File: config.mk
export PLATFORM = sky130hd
export DESIGN_NAME = bcd_stopwatch_flat
export DESIGN_NICKNAME = d
export VERILOG_FILES = /design/src/rtl/bcd_stopwatch_if.sv /design/src/rtl/bcd_stopwatch.sv /design/src/flat_wrapper.sv
export SDC_FILE = /design/constraint.sdc
export NUM_CORES = 1
export LEC_CHECK = 0
export CELL_PAD_IN_SITES_DETAIL_PLACEMENT = 1
export CELL_PAD_IN_SITES_GLOBAL_PLACEMENT = 2
export CORE_ASPECT_RATIO = 0.7
export CORE_MARGIN = 10
export CORE_UTILIZATION = 39
export CTS_CLUSTER_DIAMETER = 150
export DETAILED_ROUTE_END_ITERATION = 12
export PLACE_DENSITY = 0.93
export SYNTH_ARGS = -nofsm -noshare
export SYNTH_HDL_FRONTEND = slang
export SYNTH_SLANG_ARGS = --single-unit
File: constraint.sdc
create_clock -name clock -period 5.4 [get_ports clock]
set_input_delay 0.81 -clock clock [delete_from_list [all_inputs] [get_ports clock]]
set_output_delay 0.81 -clock clock [all_outputs]
set_load 0.05 [all_outputs]
File: src/rtl/bcd_stopwatch_if.sv
// Stopwatch pin bundle: raw buttons in, BCD display value and dots out.
// The master drives the buttons; the stopwatch is the slave.
interface bcd_stopwatch_if;
  logic        startStop;
  logic        clear;
  logic [15:0] value;
  logic [3:0]  dots;
  logic        running;

  modport master (
    output startStop,
    output clear,
    input  value,
    input  dots,
    input  running
  );

  modport slave (
    input  startStop,
    input  clear,
    output value,
    output dots,
    output running
  );
endinterface

File: src/rtl/bcd_stopwatch.sv
// 000.0-999.9 s BCD stopwatch with debounced start/stop and clear buttons.
// Drives the 7-segment value/dots and saturates at 999.9 until cleared.
module bcd_stopwatch #(
  parameter int TICK_DIV = 500000,
  parameter int DEBOUNCE = 50000
) (
  input logic           clock,
  input logic           reset,
  bcd_stopwatch_if.slave sw
);
  localparam int PW = (TICK_DIV > 1) ? $clog2(TICK_DIV) : 1;
  localparam int DW = (DEBOUNCE > 1) ? $clog2(DEBOUNCE) : 1;
  localparam logic [PW-1:0] PRE_MAX = PW'(TICK_DIV - 1);
  localparam logic [DW-1:0] DB_MAX  = DW'(DEBOUNCE - 1);

  typedef enum logic [1:0] {IDLE, RUN, STOP} state_e;

  logic [1:0]    sync1_q, sync1_d;
  logic [1:0]    sync2_q, sync2_d;
  logic [1:0]    deb_q, deb_d;
  logic [1:0]    deb_prev_q, deb_prev_d;
  logic [1:0]    pulse_q, pulse_d;
  logic [DW-1:0] cnt_q [2];
  logic [DW-1:0] cnt_d [2];
  state_e        state_q, state_d;
  logic [PW-1:0] pre_q, pre_d;
  logic [15:0]   value_q, value_d;
  logic          ovf_q, ovf_d;
  logic          running_q, running_d;
  logic [3:0]    dots_q, dots_d;
  logic          ss, clr, tick;

  function automatic logic [15:0] bcd_inc(input logic [15:0] v);
    logic [15:0] r;
    logic        c;
    r = v;
    c = 1'b1;
    for (int i = 0; i < 4; i++) begin
      if (c) begin
        if (v[4*i +: 4] == 4'd9) begin
          r[4*i +: 4] = 4'd0;
        end else begin
          r[4*i +: 4] = v[4*i +: 4] + 4'd1;
          c = 1'b0;
        end
      end
    end
    return r;
  endfunction

  // bit 0 = startStop, bit 1 = clear
  always_comb begin
    sync1_d = {sw.clear, sw.startStop};
    sync2_d = sync1_q;
    deb_d   = deb_q;
    for (int i = 0; i < 2; i++) begin
      cnt_d[i] = '0;
      if (sync2_q[i] != deb_q[i]) begin
        if (cnt_q[i] == DB_MAX) deb_d[i] = sync2_q[i];
        else cnt_d[i] = cnt_q[i] + 1'b1;
      end
    end
    deb_prev_d = deb_q;
    pulse_d    = deb_q & ~deb_prev_q;
  end

  always_comb begin
    ss      = pulse_q[0];
    clr     = pulse_q[1];
    tick    = (state_q == RUN) && (pre_q == PRE_MAX);
    state_d = state_q;
    pre_d   = pre_q;
    value_d = value_q;
    ovf_d   = ovf_q;
    unique case (state_q)
      IDLE: begin
        if (ss) state_d = RUN;
      end
      RUN: begin
        pre_d = tick ? '0 : pre_q + 1'b1;
        if (tick) begin
          if (value_q == 16'h9999) begin
            ovf_d   = 1'b1;
            state_d = STOP;
          end else begin
            value_d = bcd_inc(value_q);
          end
        end
        if (ss) state_d = STOP;
      end
      STOP: begin
        // clear wins over a simultaneous start/stop
        if (clr) begin
          state_d = IDLE;
          pre_d   = '0;
          value_d = '0;
          ovf_d   = 1'b0;
        end else if (ss && !ovf_q) begin
          state_d = RUN;
        end
      end
      default: state_d = IDLE;
    endcase
    running_d = (state_d == RUN);
    dots_d    = {ovf_d, 1'b0, 1'b1, running_d};
  end

  always_ff @(posedge clock) begin
    if (reset) begin
      sync1_q    <= '0;
      sync2_q    <= '0;
      deb_q      <= '0;
      deb_prev_q <= '0;
      pulse_q    <= '0;
      cnt_q      <= '{default: '0};
      state_q    <= IDLE;
      pre_q      <= '0;
      value_q    <= '0;
      ovf_q      <= 1'b0;
      running_q  <= 1'b0;
      dots_q     <= 4'b0010;
    end else begin
      sync1_q    <= sync1_d;
      sync2_q    <= sync2_d;
      deb_q      <= deb_d;
      deb_prev_q <= deb_prev_d;
      pulse_q    <= pulse_d;
      cnt_q      <= cnt_d;
      state_q    <= state_d;
      pre_q      <= pre_d;
      value_q    <= value_d;
      ovf_q      <= ovf_d;
      running_q  <= running_d;
      dots_q     <= dots_d;
    end
  end

  assign sw.value   = value_q;
  assign sw.dots    = dots_q;
  assign sw.running = running_q;
endmodule

File: src/flat_wrapper.sv
// flat-port wrapper written by rule: the top's interface ports become plain ports
module bcd_stopwatch_flat 
#(
  parameter int TICK_DIV = 500000,
  parameter int DEBOUNCE = 50000
)
  (clock, reset, sw_startStop, sw_clear, sw_value, sw_dots, sw_running);
  bcd_stopwatch_if sw_i ();
  input logic clock;
  input logic reset;
  input wire logic [$bits(sw_i.startStop)-1:0] sw_startStop;
  input wire logic [$bits(sw_i.clear)-1:0] sw_clear;
  output wire logic [$bits(sw_i.value)-1:0] sw_value;
  output wire logic [$bits(sw_i.dots)-1:0] sw_dots;
  output wire logic [$bits(sw_i.running)-1:0] sw_running;
  assign sw_i.startStop = sw_startStop;
  assign sw_i.clear = sw_clear;
  assign sw_value = sw_i.value;
  assign sw_dots = sw_i.dots;
  assign sw_running = sw_i.running;
  bcd_stopwatch #(.TICK_DIV(TICK_DIV), .DEBOUNCE(DEBOUNCE)) u_core (.clock(clock), .reset(reset), .sw(sw_i));
endmodule
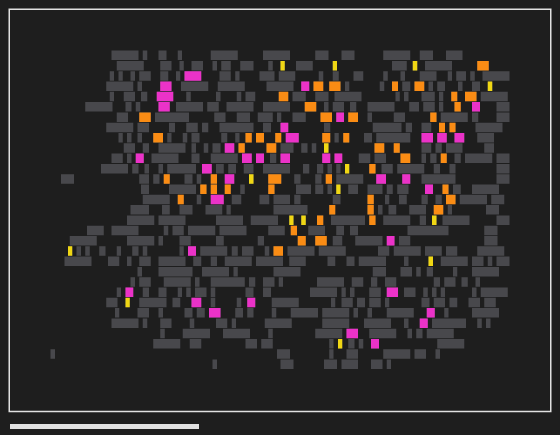
Run 1: gate-type map
The bar under the picture is 50 um long.
legend:
  inverters:
    color: yellow
    cells: 15
  inverting AOI/OAI gates:
    color: orange
    cells: 50
  AND and OR gates:
    color: magenta
    cells: 36
most common cell after layout, fill and taps aside: sky130_fd_sc_hd__dfxtp_1
Final Instance Count excl. Fillers: 630
multi-input combinational area share: 49.0%

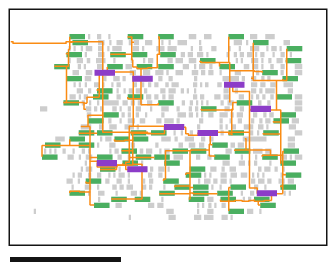
Run 1: routed clock nets over the placement
The bar under the picture is 50 um long.
legend:
  cells driving clock nets:
    color: purple
    count: 9
  clock wires:
    color: orange
    length: 1120 um
  flip-flops:
    color: green
    count: 81
routed clock nets: 10
clock skew after layout: 0.00631 ns
Clk network pwr share: 50.2%
Clock net power: 0.625 mW

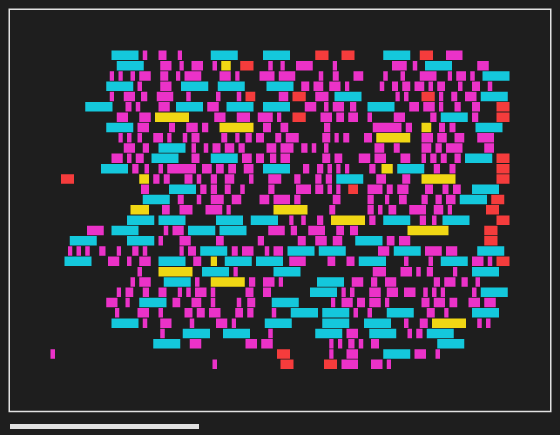
Run 1: cell classes on the final placement
The bar under the picture is 50 um long.
legend:
  clock drivers and dummy loads:
    color: yellow
    cells: 16
    share_of_their_area: 6.8%
  flip-flops:
    color: cyan
    cells: 81
    share_of_their_area: 36%
  other buffers and delay cells:
    color: red
    cells: 24
    share_of_their_area: 5.2%
  all other logic:
    color: magenta
    cells: 377
    share_of_their_area: 52%
post-layout instance area: 4670 um^2
row count: 31
fraction of area in registers: 34.7%

==> flow.log, run 1 <==
[report] extracting results
INFO  metric layout.clock.cell_area_share = 6.54%
INFO  metric slew-limit-headroom = 42.3%
INFO  metric routed_wire_length_per_instance = 16.2 um
INFO  metric drt-vias-per-instance = 5.44
INFO  metric yosys-dominant-comb-family = simple AND/OR/NAND/NOR gates
INFO  metric drt_pre_antenna_iters = 4
INFO  metric top_cells_by_count = sky130_fd_sc_hd__dfxtp_1, sky130_fd_sc_hd__nor2_1, sky130_fd_sc_hd__nand2_1
INFO  metric ys_cells = 478
INFO  metric die_width = 143 um
INFO  metric ctsRootBufferMaster = sky130_fd_sc_hd__clkbuf_16
INFO  metric start_point_of_the_worst_hold_path = u_core.deb_prev_q[1]
INFO  metric tritoncts = done
INFO  metric dp_worst_setup_slack = 2.25 ns
INFO  metric fp.coreArea = 10300 um^2
INFO  metric floorplan.die.height = 106 um
INFO  metric timing.reg2reg.worst_path_depth = 7
INFO  metric worstReg2RegStart = u_core.state_q[0]
INFO  metric filler_cell_count = 1226
INFO  metric syn_nets = 497
INFO  metric synth.ff_latch_count = 81
INFO  metric buffers = 24
INFO  metric setup_repair_after_global_routing_missed_its_margin = false
INFO  metric multi_input_comb_area = 2290 um^2
INFO  metric grt_start_max_net_pins = 24
INFO  metric met2_wirelength = 4600 um
INFO  metric nonClkBufAreaFrac = 5.04%
INFO  metric mapped_cell_area = 4100 um^2
INFO  metric pwr_density_cell = 267 nW/um^2
INFO  metric hpwl = 7460 um
INFO  metric synth.cellmix.compoundShare = 9.64%
INFO  metric average_instance_area_after_synthesis = 8.58 um^2
INFO  metric finalSetupTns = 0 ns
INFO  metric min-delay-path-class = reg2reg
INFO  metric drt-total-wl = 10200 um
INFO  metric antenna_found_initial = 0
INFO  metric area_dominant_class = logic gates
INFO  metric final_hold_slack = 0.388 ns
INFO  metric detailroute.via_count = 3430
INFO  metric drtAntennaViolNets = 0
INFO  metric tool_warnings = 33
INFO  metric setup_viol_count_final = 0
INFO  metric overflow = 0
INFO  metric clk-insertion-delay-late = 0.34 ns
INFO  metric diodes = 0
INFO  metric cts.clk_slew.worst_paths = 0.06 ns
INFO  metric regToRegSetupSlack = 2.60 ns
INFO  metric crit_path_max_fo = 23
INFO  metric layout.non_clock_inverters = 15
INFO  metric io_pins = 25
INFO  metric largest_reg_by_ff_count = u_core.cnt_q
INFO  metric place.detailed.instances = 613
INFO  metric number_of_global_route_vias_before_repair = 3448
INFO  metric ff_type = sky130_fd_sc_hd__dfxtp_1
INFO  metric internal-power = 0.976 mW
INFO  metric adder_share_synth = 4.57%
INFO  metric synth_dominant_cell_count = sky130_fd_sc_hd__dfxtp_1
INFO  metric power = 1.25 mW
INFO  metric drtIter0Drc = 158
INFO  metric placedInstanceArea = 4360 um^2
INFO  metric max_clock_freq = 0.357 GHz
INFO  metric seq_power_share = 48.2%
INFO  metric worstPathCellList = inv_1, ha_1, mux2_2, nand4_1, o22ai_1, a21oi_1, o311a_1
INFO  metric critPathRequiredTime = 5.63 ns
INFO  metric setup.worst_path.start_class = register
INFO  metric met3WireLength = 375 um
INFO  metric cts_inserted_buffers = 9
INFO  metric htree_levels = 3
INFO  metric area.sequential = 1620 um^2
INFO  metric setup.worst_path.class = reg2reg
INFO  metric netlist.area_leader.share = 39.5%
INFO  metric biggest_cell_delay_along_the_critical_path = 0.74 ns
INFO  metric placement.io_buffers = 22
INFO  metric max-cap-violations = 0
INFO  metric n_tap_cell = 132
INFO  metric worstSetupEndpoint = u_core.pre_q[15]
INFO  metric yosys-mux-area-fraction = 1.31%
INFO  metric yosys-top-cells-area = sky130_fd_sc_hd__dfxtp_1, sky130_fd_sc_hd__nor2_1, sky130_fd_sc_hd__ha_1
INFO  metric fin_crit = 2.80 ns
INFO  metric flop_count = 81
INFO  metric power.static_leakage = 1.58 nW
INFO  metric grt_pass1_wl = 17100 um
INFO  metric m1WireLength = 5100 um
INFO  metric synth.distinct_cells = 66
INFO  metric final_nets = 512
INFO  metric layout.core_utilization = 45.3%
INFO  metric layout_cell_share_with_drive_strength_beyond_1 = 7.43%
INFO  metric grt_util_met3 = 3.54%
INFO  metric share_of_synthesized_area_occupied_by_flip_flops_and_latches = 39.5%
INFO  metric vdd_ir_drop_max = 0.171 mV
INFO  metric number_of_buffers_on_the_longest_clock_path = 2
INFO  metric regToRegEndpoint = u_core.pre_q[15]
INFO  metric power.switching_fraction = 21.6%
INFO  metric xors_xnors_by_area = 8.75%
INFO  metric critical_path_depth = 7
INFO  metric synthDominantAreaCellType = sky130_fd_sc_hd__dfxtp_1
INFO  metric timing_worst_slew_pin_value = 0.865 ns
INFO  metric setup_slack = 2.60 ns
INFO  metric worstHoldEndpoint = u_core.pulse_q[1]
INFO  metric core_util_floorplan = 39.8%
INFO  metric cp_top_family = adder cells
INFO  metric globalRouteMet1Util = 18.1%
INFO  metric post-cts-setup-buffer-count = 0
INFO  metric layout_clock_buffer_count = 10
INFO  metric hold_viol_final = 0
INFO  metric route.top_layer_used = met4
INFO  metric largest_register_ffs = 32
INFO  metric syn_inst = 478
INFO  metric quantity_of_hold_fixing_buffers_added_after_cts = 0
INFO  metric synth-area-yosys = 4100 um^2
INFO  metric grt_most_used_layer = met2
INFO  metric setup.worst_path.start = u_core.state_q[0]
INFO  metric cts_resized = 0
INFO  metric final.period_utilization = 51.8%
INFO  metric edf_count = 0
INFO  metric hold_path_depth = 1
INFO  metric worst-path-buf-inv = 1
INFO  metric nMultiInputCombCells = 362
INFO  metric async_reset_ff_share = 0%
INFO  metric outcome = complete, no violations
INFO  metric drc = 0
-- run 1: logic make-up after synthesis --
family                     Yosys count
xor gates and xnor gates            41
muxes                                5
other                                2
and+or+nand+nor                    240
adders and majority gates           15
AOI/OAI and AO/OA                   59
DFF                                 81
buffers and inverters               35
-- run 1: power groups by stage --
| stage | Clock [mW] | Combinational (mW) | Sequential [mW] |
|---|---|---|---|
| floorplan | 0 | 0.0171 | 0.613 |
| global placement | 0 | 0.0192 | 0.613 |
| detailed placement | 0 | 0.0197 | 0.614 |
| CTS | 0.642 | 0.0198 | 0.600 |
| global route | 0.668 | 0.0222 | 0.600 |
| finish | 0.625 | 0.0201 | 0.600 |
==> run 2: changes to the inputs <==
--- a/config.mk
+++ b/config.mk
@@ -9,10 +9,10 @@
 export CELL_PAD_IN_SITES_GLOBAL_PLACEMENT = 2
 export CORE_ASPECT_RATIO = 0.7
 export CORE_MARGIN = 10
-export CORE_UTILIZATION = 39
+export CORE_UTILIZATION = 33
 export CTS_CLUSTER_DIAMETER = 150
 export DETAILED_ROUTE_END_ITERATION = 12
-export PLACE_DENSITY = 0.93
+export PLACE_DENSITY = 0.84
 export SYNTH_ARGS = -nofsm -noshare
 export SYNTH_HDL_FRONTEND = slang
 export SYNTH_SLANG_ARGS = --single-unit
==> constraint.sdc (replaced) <==
create_clock -name clock -period 2.4 [get_ports clock]
set_input_delay 0.36 -clock clock [delete_from_list [all_inputs] [get_ports clock]]
set_output_delay 0.36 -clock clock [all_outputs]
set_load 0.05 [all_outputs]
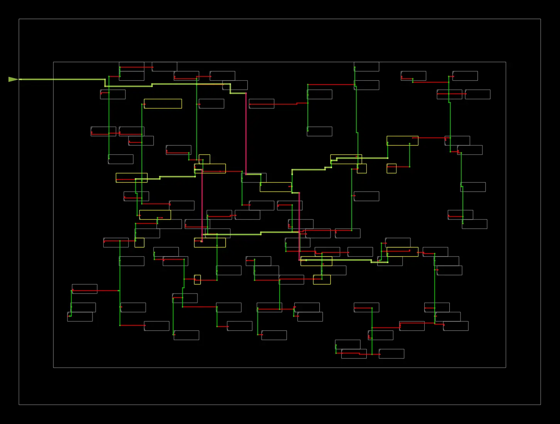
Run 2: clock nets
flop count: 81
layout clock buffer count: 10
total clock buffers created by CTS: 9

==> run 2 against run 1 <==
Against the previous run: synthesized area unchanged; non-clock buffer count up 16; critical endpoint is now u_core.sw.value[5]; critical path depth unchanged; global-route usage down 1.6 points; hold slack worse by 0.0043 ns; sequential power up 130%; highest routed layer unchanged; total power up 130%; cell area up 3.6%.
==> flow.log, run 2 <==
[report] extracting results
INFO  metric tritoncts = done
INFO  metric floorplan.die.height = 113 um
INFO  metric die_width = 153 um
INFO  metric min-delay-path-class = reg2reg
INFO  metric power = 2.81 mW
INFO  metric edf_count = 0
INFO  metric drt_pre_antenna_iters = 4
INFO  metric final_nets = 528
INFO  metric yosys-mux-area-fraction = 1.31%
INFO  metric final-instance-count-excl-fill = 671
INFO  metric yosys-top-cells-area = sky130_fd_sc_hd__dfxtp_1, sky130_fd_sc_hd__nor2_1, sky130_fd_sc_hd__ha_1
INFO  metric top_cells_by_count = sky130_fd_sc_hd__dfxtp_1, sky130_fd_sc_hd__nor2_1, sky130_fd_sc_hd__nand2_1
INFO  metric vdd_ir_drop_max = 0.280 mV
INFO  metric synth-area-yosys = 4100 um^2
INFO  metric area_dominant_class = logic gates
INFO  metric largest_reg_by_ff_count = u_core.cnt_q
INFO  metric layout.non_clock_inverters = 15
INFO  metric pwr.group.sequential = 1.35 mW
INFO  metric cts.clk_slew.worst_paths = 0.06 ns
INFO  metric drt-total-wl = 10400 um
INFO  metric power_frac_clock = 50.0%
INFO  metric worst-path-buf-inv = 1
INFO  metric slew-limit-headroom = 58.8%
INFO  metric syn_nets = 497
INFO  metric nonClkBufAreaFrac = 7.60%
INFO  metric overflow = 0
INFO  metric drtIter0Drc = 222
INFO  metric max_clock_freq = 0.448 GHz
INFO  metric combAreaFraction = 47.3%
INFO  metric final_hold_slack = 0.384 ns
INFO  metric largest_register_ffs = 32
INFO  metric final.period_utilization = 92.9%
INFO  metric layout.clock.cell_area_share = 6.31%
INFO  metric buffers = 40
INFO  metric tool_warnings = 33
INFO  metric io_pins = 25
INFO  metric seq_power_share = 48.1%
INFO  metric core_util_floorplan = 34.4%
INFO  metric setup_slack = 0.170 ns
INFO  metric mapped_cell_area = 4100 um^2
INFO  metric finalClockSkew = 0.00756 ns
INFO  metric n_tap_cell = 157
INFO  metric drc = 0
INFO  metric power.static_leakage = 1.66 nW
INFO  metric quantity_of_hold_fixing_buffers_added_after_cts = 0
INFO  metric grt_start_max_net_pins = 20
INFO  metric layout_cell_share_with_drive_strength_beyond_1 = 10.5%
INFO  metric synth.distinct_cells = 66
INFO  metric power_top_consumer = the clock network
INFO  metric number_of_global_route_vias_before_repair = 3605
INFO  metric filler_cell_count = 1388
INFO  metric placement.io_buffers = 22
INFO  metric antenna_found_initial = 0
INFO  metric hold_viol_final = 0
INFO  metric dp_worst_setup_slack = 0.141 ns
INFO  metric timing_worst_slew_pin_value = 0.613 ns
INFO  metric area.sequential = 1620 um^2
INFO  metric worstPathCellList = inv_1, ha_1, nand2b_1, nand2_1, or2_2, or4_1, a21oi_1
INFO  metric critPathRequiredTime = 2.67 ns
INFO  metric synthDominantAreaCellType = sky130_fd_sc_hd__dfxtp_1
INFO  metric outcome = complete, no violations
INFO  metric finalSetupTns = 0 ns
INFO  metric cts_resized = 0
INFO  metric placedInstanceArea = 4510 um^2
INFO  metric mostFrequentLayoutCell = sky130_fd_sc_hd__dfxtp_1
INFO  metric share_of_synthesized_area_occupied_by_flip_flops_and_latches = 39.5%
INFO  metric synth.ff_latch_count = 81
INFO  metric hpwl = 7740 um
INFO  metric synth_dominant_cell_count = sky130_fd_sc_hd__dfxtp_1
INFO  metric drt-vias-per-instance = 5.20
INFO  metric crit_path_max_fo = 12
INFO  metric power.switching_fraction = 21.5%
INFO  metric clk-insertion-delay-late = 0.34 ns
INFO  metric ff_type = sky130_fd_sc_hd__dfxtp_1
INFO  metric biggest_cell_delay_along_the_critical_path = 0.53 ns
INFO  metric setup.worst_path.class = reg2reg
INFO  metric syn_inst = 478
INFO  metric nMultiInputCombCells = 362
INFO  metric cp_top_family = simple AND/OR/NAND/NOR gates
INFO  metric number_of_buffers_on_the_longest_clock_path = 2
INFO  metric diodes = 0
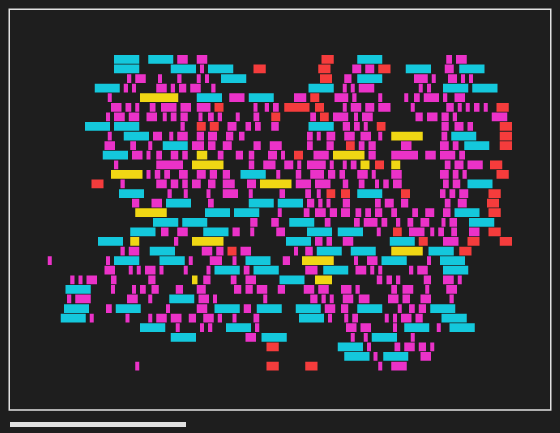
Run 2: cell classes on the final placement
The bar under the picture is 50 um long.
legend:
  flip-flops:
    color: cyan
    cells: 81
    share_of_their_area: 35%
  all other logic:
    color: magenta
    cells: 377
    share_of_their_area: 51%
  clock drivers and dummy loads:
    color: yellow
    cells: 16
    share_of_their_area: 6.6%
  other buffers and delay cells:
    color: red
    cells: 40
    share_of_their_area: 7.9%
standard cell core area: 11900 um^2
final cell utilization of the core: 40.5%
post-layout instance area: 4840 um^2
row count: 33

## run 2: worst paths after layout
path | slack [ns] | start | cells after the start | to
worst max-delay path | 0.17 | u_core.state_q[0] | 7 | u_core.sw.value[5]
worst min register to register | 0.38 | u_core.deb_prev_q[1] | 1 | u_core.pulse_q[1]
worst min-delay path | 0.38 | u_core.deb_prev_q[1] | 1 | u_core.pulse_q[1]
worst max register to register | 0.17 | u_core.state_q[0] | 7 | u_core.sw.value[5]
## run 2: cells by family after synthesis
family	after synthesis
simple gates	240
flops	81
compound gates	59
xor+xnor	41
buf+inv	35
fa+ha+maj	15
mux	5
other cells	2
## run 2: routing by layer
metal	vias to the layer above	GRT usage, %	share of wire (%)
li1	1736	-	-
met1	1699	16.6	52
met2	43	18.5	43
met3	10	3.59	3.9
met4	0	2.85	0.79
met5	-	0	0
==> run 3: changes to the inputs <==
--- a/config.mk
+++ b/config.mk
@@ -12,6 +12,7 @@
 export CORE_UTILIZATION = 33
 export CTS_CLUSTER_DIAMETER = 150
 export DETAILED_ROUTE_END_ITERATION = 12
+export GPL_ROUTABILITY_DRIVEN = 0
 export PLACE_DENSITY = 0.84
 export SYNTH_ARGS = -nofsm -noshare
 export SYNTH_HDL_FRONTEND = slang
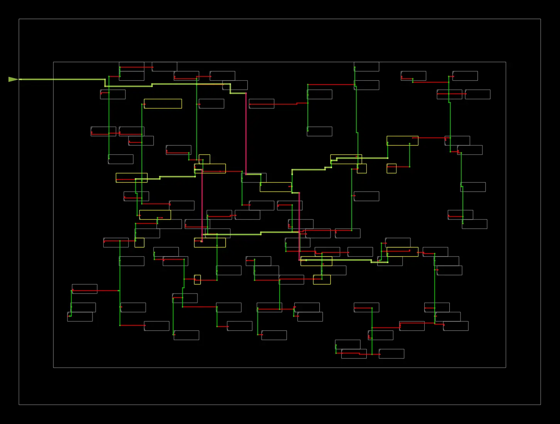
Run 3: clock nets
insertion delay at the late pin of the worst-skew pair: 0.34 ns
TritonCTS sink count: 81
clock skew after layout: 0.00756 ns
Clock net power: 1.40 mW

==> run 3 against run 2 <==
Against the previous run: hold slack stayed put; non-clock buffer count stayed put; sequential power hardly changed; sequential cell count stayed put; global-route usage stayed put; sequential share of layout area stayed put; via count stayed put; clock power hardly changed; synthesized area stayed put; largest power group unchanged.
==> flow.log, run 3 <==
[report] extracting results
INFO  metric final_area = 4840 um^2
INFO  metric worst_path_max_delay_cell = sky130_fd_sc_hd__or4_1
INFO  metric yosys-top-cells-area = sky130_fd_sc_hd__dfxtp_1, sky130_fd_sc_hd__nor2_1, sky130_fd_sc_hd__ha_1
INFO  metric area_growth_syn_to_layout = 17.9%
INFO  metric floorplan.rows = 33
INFO  metric outcome = complete, no violations
INFO  metric max-cap-violations = 0
INFO  metric number_of_global_route_vias_before_repair = 3605
INFO  metric synthesis.yosys.warnings = 0
INFO  metric cts.clk_slew.worst_paths = 0.06 ns
INFO  metric met2_wirelength = 4470 um
INFO  metric power.static_leakage = 1.66 nW
INFO  metric globalRouteMet1Util = 16.6%
INFO  metric critical_path_depth = 7
INFO  metric fp.coreArea = 11900 um^2
INFO  metric grt_start_max_net_pins = 20
INFO  metric pwr_density_cell = 580 nW/um^2
INFO  metric worst-path-buf-inv = 1
INFO  metric core_util_floorplan = 34.4%
INFO  metric place.detailed.instances = 653
INFO  metric synth_dominant_cell_count = sky130_fd_sc_hd__dfxtp_1
INFO  metric m1WireLength = 5440 um
INFO  metric overflow = 0
INFO  metric biggest_cell_delay_along_the_critical_path = 0.53 ns
INFO  metric regToRegSetupSlack = 0.17 ns
INFO  metric crit_path_max_fo = 12
INFO  metric internal-power = 2.20 mW
INFO  metric synth.ff_latch_count = 81
INFO  metric post-cts-setup-buffer-count = 0
INFO  metric ctsRootBufferMaster = sky130_fd_sc_hd__clkbuf_16
INFO  metric synth.distinct_cells = 66
INFO  metric largest_reg_by_ff_count = u_core.cnt_q
INFO  metric grt_pass1_wl = 18100 um
INFO  metric yosys-dominant-comb-family = simple AND/OR/NAND/NOR gates
INFO  metric quantity_of_hold_fixing_buffers_added_after_cts = 0
INFO  metric hold_path_depth = 1
INFO  metric syn_inst = 478
INFO  metric seq_power_share = 48.1%
INFO  metric placement.io_buffers = 22
INFO  metric netlist.area_leader.share = 39.5%
INFO  metric hpwl = 7740 um
INFO  metric detailroute.via_count = 3488
INFO  metric cp_top_family = simple AND/OR/NAND/NOR gates
INFO  metric regToRegEndpoint = u_core.sw.value[5]
INFO  metric mostFrequentLayoutCell = sky130_fd_sc_hd__dfxtp_1
INFO  metric diodes = 0
INFO  metric die_width = 153 um
INFO  metric yosys.area_share.simple = 31.3%
INFO  metric io_pins = 25
INFO  metric layout_cell_share_with_drive_strength_beyond_1 = 10.5%
INFO  metric share_of_synthesized_area_occupied_by_flip_flops_and_latches = 39.5%
INFO  metric routed_wire_length_per_instance = 15.5 um
INFO  metric power.switching_fraction = 21.5%
INFO  metric crit_path_end_kind = register
INFO  metric chip_area = 17400 um^2
INFO  metric worstHoldEndpoint = u_core.pulse_q[1]
INFO  metric timing.reg2reg.worst_path_depth = 7
INFO  metric top_cells_by_count = sky130_fd_sc_hd__dfxtp_1, sky130_fd_sc_hd__nor2_1, sky130_fd_sc_hd__nand2_1
INFO  metric critPathArrivalTime = 2.50 ns
INFO  metric met3WireLength = 407 um
INFO  metric ys_cells = 478
INFO  metric grt_util_met3 = 3.59%
INFO  metric hold_viol_final = 0
INFO  metric number_of_buffers_on_the_longest_clock_path = 2
INFO  metric synth-area-yosys = 4100 um^2
INFO  metric drtAntennaViolNets = 0
INFO  metric tool_warnings = 33
INFO  metric fin_crit = 2.23 ns
INFO  metric cts_resized = 0
INFO  metric min-delay-path-class = reg2reg
INFO  metric worstReg2RegStart = u_core.state_q[0]
INFO  metric max_clock_freq = 0.448 GHz
INFO  metric report.final.slew_viol_count = 0
INFO  metric grt_util_all_layers = 12.2%
INFO  metric floorplan.die.height = 113 um
INFO  metric drtIter0Drc = 222
INFO  metric mapped_cell_area = 4100 um^2
INFO  metric setup_slack = 0.170 ns
INFO  metric vdd_ir_drop_max = 0.280 mV
INFO  metric route.top_layer_used = met4
INFO  metric adder_share_synth = 4.57%
INFO  metric timing_worst_slew_pin_value = 0.613 ns
INFO  metric combPwrFrac = 1.9%
INFO  metric met2_usage = 18.5%
INFO  metric largest_register_ffs = 32
INFO  metric edf_count = 0
INFO  metric ff_type = sky130_fd_sc_hd__dfxtp_1
INFO  metric htree_levels = 3
INFO  metric switchingPower = 0.604 mW
INFO  metric drc = 0
INFO  metric power = 2.81 mW
INFO  metric grt_most_used_layer = met2
INFO  metric yosys-mux-area-fraction = 1.31%
INFO  metric syn_nets = 497
INFO  metric synth.cellmix.compoundShare = 9.64%
INFO  metric antenna_found_initial = 0
INFO  metric placedInstanceArea = 4510 um^2
INFO  metric setup_viol_count_final = 0
INFO  metric average_instance_area_after_synthesis = 8.58 um^2
INFO  metric cts_inserted_buffers = 9
INFO  metric slew-limit-headroom = 58.8%
INFO  metric final_hold_slack = 0.384 ns
INFO  metric setup.worst_path.class = reg2reg
INFO  metric tritoncts = done
INFO  metric start_point_of_the_worst_hold_path = u_core.deb_prev_q[1]
INFO  metric drt-vias-per-instance = 5.20
INFO  metric drt_pre_antenna_iters = 4
INFO  metric worstPathCellList = inv_1, ha_1, nand2b_1, nand2_1, or2_2, or4_1, a21oi_1
INFO  metric final.period_utilization = 92.9%
INFO  metric dp_worst_setup_slack = 0.141 ns
INFO  metric drt-total-wl = 10400 um
INFO  metric xors_xnors_by_area = 8.75%
INFO  metric setup_repair_after_global_routing_missed_its_margin = false
INFO  metric final_nets = 528
INFO  metric layout.core_utilization = 40.5%
INFO  metric final-instance-count-excl-fill = 671
INFO  metric critPathRequiredTime = 2.67 ns
INFO  metric worstSetupEndpoint = u_core.sw.value[5]
INFO  metric most-common-layout-cells = sky130_fd_sc_hd__dfxtp_1, sky130_fd_sc_hd__nor2_1, sky130_fd_sc_hd__nand2_1, sky130_fd_sc_hd__nand3_1, sky130_fd_sc_hd__clkdlybuf4s50_1
INFO  metric setup.worst_path.start = u_core.state_q[0]
INFO  metric setup.worst_path.start_class = register
INFO  metric async_reset_ff_share = 0%
INFO  metric finalSetupTns = 0 ns
INFO  metric synthDominantAreaCellType = sky130_fd_sc_hd__dfxtp_1
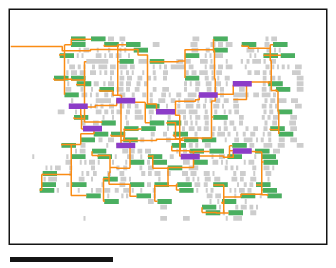
Run 3: routed clock nets over the placement
The bar under the picture is 50 um long.
legend:
  clock wires:
    color: orange
    length: 1110 um
  cells driving clock nets:
    color: purple
    count: 9
  flip-flops:
    color: green
    count: 81
flops lie: all over the die
Clk network pwr share: 50.0%

-- run 3: cell counts in the layout (fill, tap and decap cells not counted) --
No cell type changed its count.
-- run 3: area by class of cell --
class / instances / area [um^2]
clock buffers: 10 / 239
clock inverters: 6 / 66.3
fillers: 1388 / 7100
inverters: 15 / 56.3
multi-input cells: 362 / 2290
flip-flops and latches: 81 / 1620
well taps: 157 / 196
repair buffers: 40 / 368
-- run 3: power by group through the flow --
stage	Sequential [mW]	Clock [mW]	Combinational, mW
finish	1.35	1.40	0.0540
global route	1.35	1.50	0.0579
CTS	1.35	1.44	0.0546
detailed placement	1.38	0	0.0540
global placement	1.38	0	0.0533
floorplan	1.38	0	0.0384
Power and IR drop assume default switching activity.
